<file path="src/rtl/uart_frame_pkg.sv">
// Shared types and constants for the UART frame assembler.
// FRAME_CHECKSUM_EN adds the checksum state to the frame state enum.
package uart_frame_pkg;

    localparam logic [7:0]  SyncByteDefault = 8'hAA;
    localparam int unsigned ErrCountWidth   = 8;

`ifdef FRAME_CHECKSUM_EN
    typedef enum logic [1:0] {
        StIdle,
        StGetHi,
        StGetLo,
        StGetChk
    } frame_state_e;
`else
    typedef enum logic [1:0] {
        StIdle,
        StGetHi,
        StGetLo
    } frame_state_e;
`endif

endpackage

</file>
<file path="src/rtl/frame_timeout_counter.sv">
// Inter-byte timeout counter: saturates at TIMEOUT_CYCLES-1 and flags expiry there.
module frame_timeout_counter #(
    parameter int unsigned TIMEOUT_CYCLES = 1_000_000
) (
    input  logic clock,
    input  logic reset,
    input  logic clear,
    input  logic enable,
    output logic expired
);

    localparam int unsigned    CntWidth = $clog2(TIMEOUT_CYCLES);
    localparam logic [CntWidth-1:0] CntMax = CntWidth'(TIMEOUT_CYCLES - 1);

    logic [CntWidth-1:0] count_d, count_q;

    always_comb begin
        count_d = count_q;
        if (clear) begin
            count_d = '0;
        end else if (enable && (count_q != CntMax)) begin
            count_d = count_q + 1'b1;
        end
    end

    always_ff @(posedge clock or negedge reset) begin
        if (!reset) begin
            count_q <= '0;
        end else begin
            count_q <= count_d;
        end
    end

    assign expired = (count_q == CntMax);

endmodule

</file>
<file path="src/rtl/uart_frame_assembler.sv">
// Assembles sync/hi/lo[/chk] UART byte frames into 16-bit words with timeout and error tracking.
// Define FRAME_CHECKSUM_EN for 4-byte frames with an XOR checksum byte.
module uart_frame_assembler
    import uart_frame_pkg::*;
#(
    parameter int unsigned TIMEOUT_CYCLES = 1_000_000,
    parameter logic [7:0]  SYNC_BYTE      = SyncByteDefault
) (
    input  logic                     clock,
    input  logic                     reset,
    input  logic [7:0]               Rx_DATA,
    input  logic                     Rx_VALID,
    input  logic                     Rx_FERROR,
    input  logic                     Rx_PERROR,
    output logic [15:0]              data_out,
    output logic                     data_valid,
    output logic                     frame_err,
    output logic [ErrCountWidth-1:0] err_count,
    output logic [3:0]               digit0,
    output logic [3:0]               digit1,
    output logic [3:0]               digit2,
    output logic [3:0]               digit3
);

    frame_state_e state_d, state_q;

    logic                     rx_valid_q;
    logic                     armed_d, armed_q;
    logic [7:0]               hi_d, hi_q;
`ifdef FRAME_CHECKSUM_EN
    logic [7:0]               lo_d, lo_q;
`endif
    logic [15:0]              data_d, data_q;
    logic                     data_valid_d, data_valid_q;
    logic                     frame_err_d, frame_err_q;
    logic [ErrCountWidth-1:0] err_count_d, err_count_q;

    logic        accept;
    logic        byte_err;
    logic        expired;
    logic        abort;
    logic        complete;
    logic [15:0] word;

    // A Rx_VALID still high out of reset must drop once before any edge counts.
    assign armed_d  = armed_q | ~Rx_VALID;
    assign accept   = Rx_VALID & ~rx_valid_q & armed_q;
    assign byte_err = Rx_FERROR | Rx_PERROR;

    always_comb begin
        state_d      = state_q;
        hi_d         = hi_q;
`ifdef FRAME_CHECKSUM_EN
        lo_d         = lo_q;
`endif
        data_d       = data_q;
        data_valid_d = 1'b0;
        frame_err_d  = 1'b0;
        err_count_d  = err_count_q;
        abort        = 1'b0;
        complete     = 1'b0;
        word         = data_q;

        case (state_q)
            StIdle: begin
                if (accept && (Rx_DATA == SYNC_BYTE)) begin
                    if (byte_err) begin
                        abort = 1'b1;
                    end else begin
                        state_d = StGetHi;
                    end
                end
            end
            StGetHi: begin
                if (accept) begin
                    if (byte_err) begin
                        abort = 1'b1;
                    end else begin
                        hi_d    = Rx_DATA;
                        state_d = StGetLo;
                    end
                end else if (expired) begin
                    abort = 1'b1;
                end
            end
            StGetLo: begin
                if (accept) begin
                    if (byte_err) begin
                        abort = 1'b1;
                    end else begin
`ifdef FRAME_CHECKSUM_EN
                        lo_d    = Rx_DATA;
                        state_d = StGetChk;
`else
                        complete = 1'b1;
                        word     = {hi_q, Rx_DATA};
`endif
                    end
                end else if (expired) begin
                    abort = 1'b1;
                end
            end
`ifdef FRAME_CHECKSUM_EN
            StGetChk: begin
                if (accept) begin
                    if (byte_err || (Rx_DATA != (hi_q ^ lo_q))) begin
                        abort = 1'b1;
                    end else begin
                        complete = 1'b1;
                        word     = {hi_q, lo_q};
                    end
                end else if (expired) begin
                    abort = 1'b1;
                end
            end
`endif
            default: state_d = StIdle;
        endcase

        if (abort) begin
            state_d     = StIdle;
            frame_err_d = 1'b1;
            if (err_count_q != '1) begin
                err_count_d = err_count_q + 1'b1;
            end
        end else if (complete) begin
            state_d      = StIdle;
            data_d       = word;
            data_valid_d = 1'b1;
        end
    end

    always_ff @(posedge clock or negedge reset) begin
        if (!reset) begin
            state_q      <= StIdle;
            rx_valid_q   <= 1'b0;
            armed_q      <= 1'b0;
            hi_q         <= 8'h00;
`ifdef FRAME_CHECKSUM_EN
            lo_q         <= 8'h00;
`endif
            data_q       <= 16'h0000;
            data_valid_q <= 1'b0;
            frame_err_q  <= 1'b0;
            err_count_q  <= '0;
        end else begin
            state_q      <= state_d;
            rx_valid_q   <= Rx_VALID;
            armed_q      <= armed_d;
            hi_q         <= hi_d;
`ifdef FRAME_CHECKSUM_EN
            lo_q         <= lo_d;
`endif
            data_q       <= data_d;
            data_valid_q <= data_valid_d;
            frame_err_q  <= frame_err_d;
            err_count_q  <= err_count_d;
        end
    end

    frame_timeout_counter #(
        .TIMEOUT_CYCLES(TIMEOUT_CYCLES)
    ) u_timeout (
        .clock  (clock),
        .reset  (reset),
        .clear  (accept || (state_q == StIdle) || (state_d == StIdle)),
        .enable (state_q != StIdle),
        .expired(expired)
    );

    assign data_out   = data_q;
    assign data_valid = data_valid_q;
    assign frame_err  = frame_err_q;
    assign err_count  = err_count_q;
    assign digit0     = data_q[3:0];
    assign digit1     = data_q[7:4];
    assign digit2     = data_q[11:8];
    assign digit3     = data_q[15:12];

endmodule

</file>
<file path="config.mk">
export PLATFORM = sky130hd
export DESIGN_NAME = uart_frame_assembler
export DESIGN_NICKNAME = d
export VERILOG_FILES = /design/src/rtl/uart_frame_pkg.sv /design/src/rtl/frame_timeout_counter.sv /design/src/rtl/uart_frame_assembler.sv
export SDC_FILE = /design/constraint.sdc
export NUM_CORES = 1
export LEC_CHECK = 0
export ABC_CLOCK_PERIOD_IN_PS = 2100
export CELL_PAD_IN_SITES_DETAIL_PLACEMENT = 1
export CELL_PAD_IN_SITES_GLOBAL_PLACEMENT = 1
export CORE_AREA = 2 2 90 92
export CTS_BUF_LIST = sky130_fd_sc_hd__clkbuf_4
export DETAILED_ROUTE_END_ITERATION = 10
export DIE_AREA = 0 0 92 94
export GPL_TIMING_DRIVEN = 0
export PLACE_DENSITY = 0.79
export SETUP_SLACK_MARGIN = 0.5
export SYNTH_ARGS = -nofsm -noshare
export SYNTH_HDL_FRONTEND = slang
export SYNTH_SLANG_ARGS = --single-unit
</file>
<file path="constraint.sdc">
create_clock -name clock -period 2.1 [get_ports clock]
set_clock_uncertainty 0.05 [all_clocks]
set_input_delay 0.42 -clock clock [delete_from_list [all_inputs] [get_ports clock]]
set_output_delay 0.42 -clock clock [all_outputs]
set_load 0.02 [all_outputs]
</file>
==> flow_summary.yaml <==
# flow metrics
finish:
  nets: 396
  lay_top_cells: "buf_6 (51), dfrtp_1 (51), buf_4 (40)"
  fillerInstances: 797
  n_antenna_cell: 0
  layout-drive-gt1-share_pct: 57.3
  mi_logic_area_um2: 1500
  layoutNonFillerInstCount: 484
  syn_to_final_growth_pct: 59.5
  seqCellArea_um2: 1460
placed_design:
  place_congestion: 0.776
  dp_hpwl_mm: 4.96
  dp.cells: 409
  io_buffers: 54
critical_path:
  reg2reg_to: "u_timeout.count_q[7]$_DFFE_PN0P_"
  ff2ff_setup_slack_ns: 0.05
  startpoint: "rx_valid_q$_DFF_PN0_"
  worstPathRequired_ns: 2.39
  arrival_ns: 2.34
  worstSetupEndpointType: "register"
  crit_type: "reg -> reg"
  startpoint_type: "register"
  path_max_fanout: 7
  timing.rr.start: "rx_valid_q$_DFF_PN0_"
  endpoint: "u_timeout.count_q[7]$_DFFE_PN0P_"
min_path:
  whs_path_depth: 1
  hold_path_class: "in -> reg"
  hp-start: "Rx_VALID"
sta:
  rsz0062_at_grt: "yes"
  max_freq_mhz: 488
  setup_violations: 0
  finalHoldViolCount: 0
  finalClockPeriodUsage_pct: 97.5
  slew_headroom_pct: 66.5
  tightest_slew_ns: 0.503
  slew_viol_final: 0
drt:
  via_per_inst: 5.27
  dr.pass1.iters: 4
  drcViolationCount: 0
  postRouteAntennaNets: 0
  drt-initial-drc-count: 112
  drt-wirelength-per-cell_um: 23.1
floorplanning:
  fp-row-count: 32
  dieArea_um2: 8650
  die_h_um: 94
  fp_util_pct: 37.3
  die_x_um: 92
job:
  warnings: 32
  maxCapViolations: 0
run_status:
  status: "finished clean"
yosys:
  top_area_share_pct: 51.1
  synth_area_leader_cell: "dfrtp_1"
  ys_seq_share_pct: 51.1
  edf_count: 0
  ys_warn_count: 0
  synth-seq-cells: 58
  syn_area_um2: 2840
  ys_cells: 252
  topCellsByArea: "dfrtp_1 (51%), mux2_2 (9.5%), buf_4 (4.2%), nor2_1 (3.7%), xor2_1 (3.7%)"
  syn_inst: 252
  async_flop_share_pct: 100
  ff_type: "dfrtp_1"
  yosys_area_um2: 2840
grt:
  grt_pass1_vias: 2676
  grt_max_degree: 40
  grt.overflow.total: 0
  antenna_found_initial: 1
  grt_pass1_wl_mm: 15.0
cts:
  clock_sinks: 58
  cts_buffer_depth: 2
  cts_tree: "yes"
  clkTransAtPathRegs_ns: 0.13
  numCtsBuffers: 9
  htree_levels: 3
  clkLatencyLatePin_ns: 0.44
  cts-root-buf: "clkbuf_4"
power:
  powerDensity_nw_per_um2: 1000
  peakVddDrop_mv: 0.484
  p_leak_nw: 2.16
-- registers in the layout, indices dropped and copies added (netlist names) --
register	cells
rx_valid_q	1
frame_err	1
u_timeout.count_q	20
armed_q	1
data_out	16
state_q	2
data_valid	1
err_count	8
hi_q	8
-- worst max-delay path: stages (launching register included) --
cell       delay (ns)
dfrtp_1          0.41
nand3b_4         0.18
buf_6            0.14
buf_6            0.11
nor4_4           0.24
a21o_1           0.14
buf_6            0.13
a21o_1           0.18
buf_6            0.18
clkbuf_16        0.16
nor2_1           0.04
-- per-stage QoR --
stage / setup slack [ns] / util, % / cell area, um2 / setup TNS, ns / power, W
floorplan: 0.234 / - / 2890 / 0 / 0.00222
global placement: -1.28 / 46.8 / 3560 / -85.90 / 0.00278
detailed placement: -0.421 / 47.0 / 3570 / -14.17 / 0.00284
CTS: 0.176 / 55.9 / 4260 / 0 / 0.00408
global route: -0.0145 / 59.6 / 4530 / -0.0300 / 0.00472
finish: 0.0517 / 59.6 / 4530 / 0 / 0.00455
-- metal layers --
| metal | vias to the layer above | global-route usage (%) | share of wire, % |
|---|---|---|---|
| met1 | 1321 | 26.1 | 39 |
| met2 | 87 | 42.7 | 54 |
| li1 | 1118 | - | - |
| met5 | - | 0 | 0.12 |
| met3 | 24 | 5.14 | 4.3 |
| met4 | 2 | 7.71 | 3.1 |
-- synthesized netlist by cell type, types with 2 or more instances --
cell type / number
mux2_2: 24
nor3_1: 7
buf_4: 16
xnor2_1: 8
a21oi_1: 6
inv_1: 5
dfrtp_1: 58
xor2_1: 12
nor4_1: 2
o21ai_0: 3
a211oi_1: 2
nand4_1: 9
buf_6: 3
ha_1: 6
nand2_1: 9
nor2_1: 28
nand3_1: 18
and3_1: 7
a21o_1: 3
o211ai_1: 2
nand4bb_1: 2
clkbuf_1: 2
-- cell type report --
class,count,share of cell area (%)
Buffer,21,5.39
Timing Repair Buffer,114,22.3
Inverter,5,0.469
Multi-Input combinational cell,168,33.0
Clock inverter,7,2.24
Clock buffer,9,1.49
Sequential cell,58,32.2
Tap cell,102,2.82
-- logic make-up (layout without fill, tap and decap cells) --
| logic type | after synthesis | after routing | synth area share [%] |
|---|---|---|---|
| xor gates and xnor gates | 20 | 20 | 6.17 |
| and+or+nand+nor | 96 | 96 | 18.8 |
| AOI/OAI and AO/OA | 20 | 20 | 4.58 |
| buffers and inverters | 26 | 156 | 6.34 |
| DFF | 58 | 58 | 51.1 |
| muxes | 26 | 26 | 10.4 |
| adders and majority gates | 6 | 6 | 2.64 |
-- what timing repair did --
item	4_1_cts	5_1_grt
pin swaps	17	15
buffers inserted	36	20
resized	219	73
setup endpoints to repair	98	92
endpoints found under the hold margin	19	0
hold buffers	1	0
cloned	0	2
-- power by group --
part | switching [W] | total, W | internal (W)
clock | 0.000516 | 0.00101 | 0.000489
combinational | 0.00100 | 0.00209 | 0.00109
sequential | 0.000178 | 0.00145 | 0.00127
total | 0.00169 | 0.00455 | 0.00285
### Metal 1

Scale bar: 20 um. Supply wires on this layer in grey.
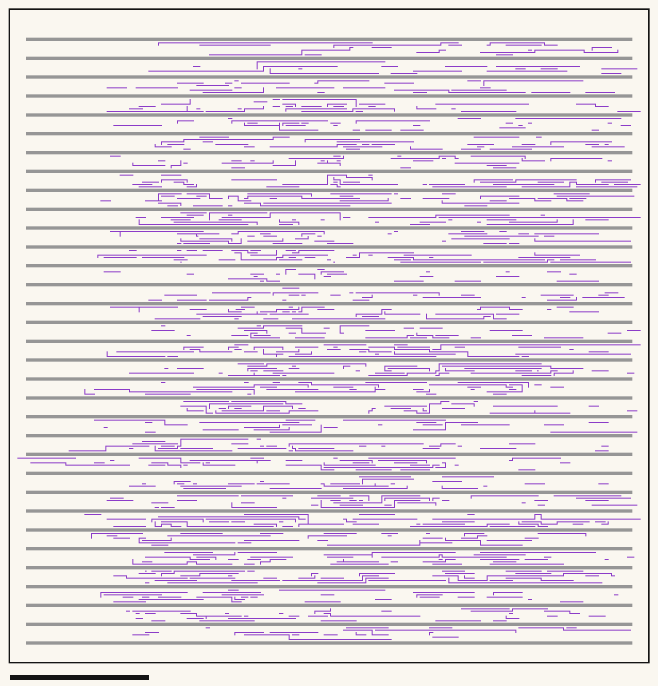
main direction: horizontal
nets with wire on the layer: 363
wire length on this layer: 4310 um
share of all routed wire: 39%
longest straight run: 30.8 um
vias: 2552
DRT Wirelength: 11.2 mm
met1 Use GR: 26.1%

### Signal wires on met2

Cells faint in the background.
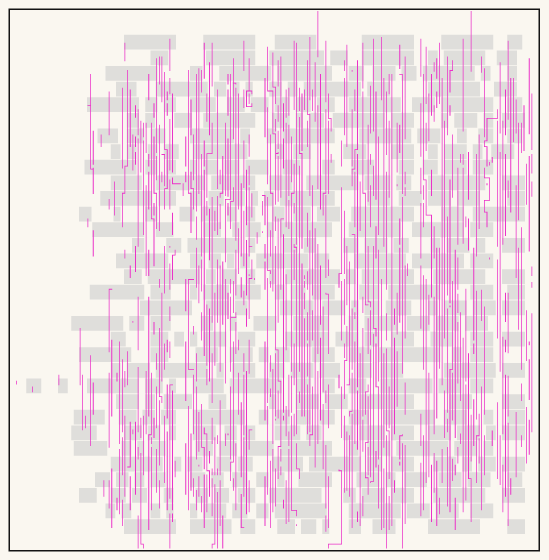
nets with wire on the layer: 382
main direction: vertical
share of all routed wire: 54%
met2 Track Usage GR: 42.7%

No activity file was given, so power comes from the tool's default toggle rates.
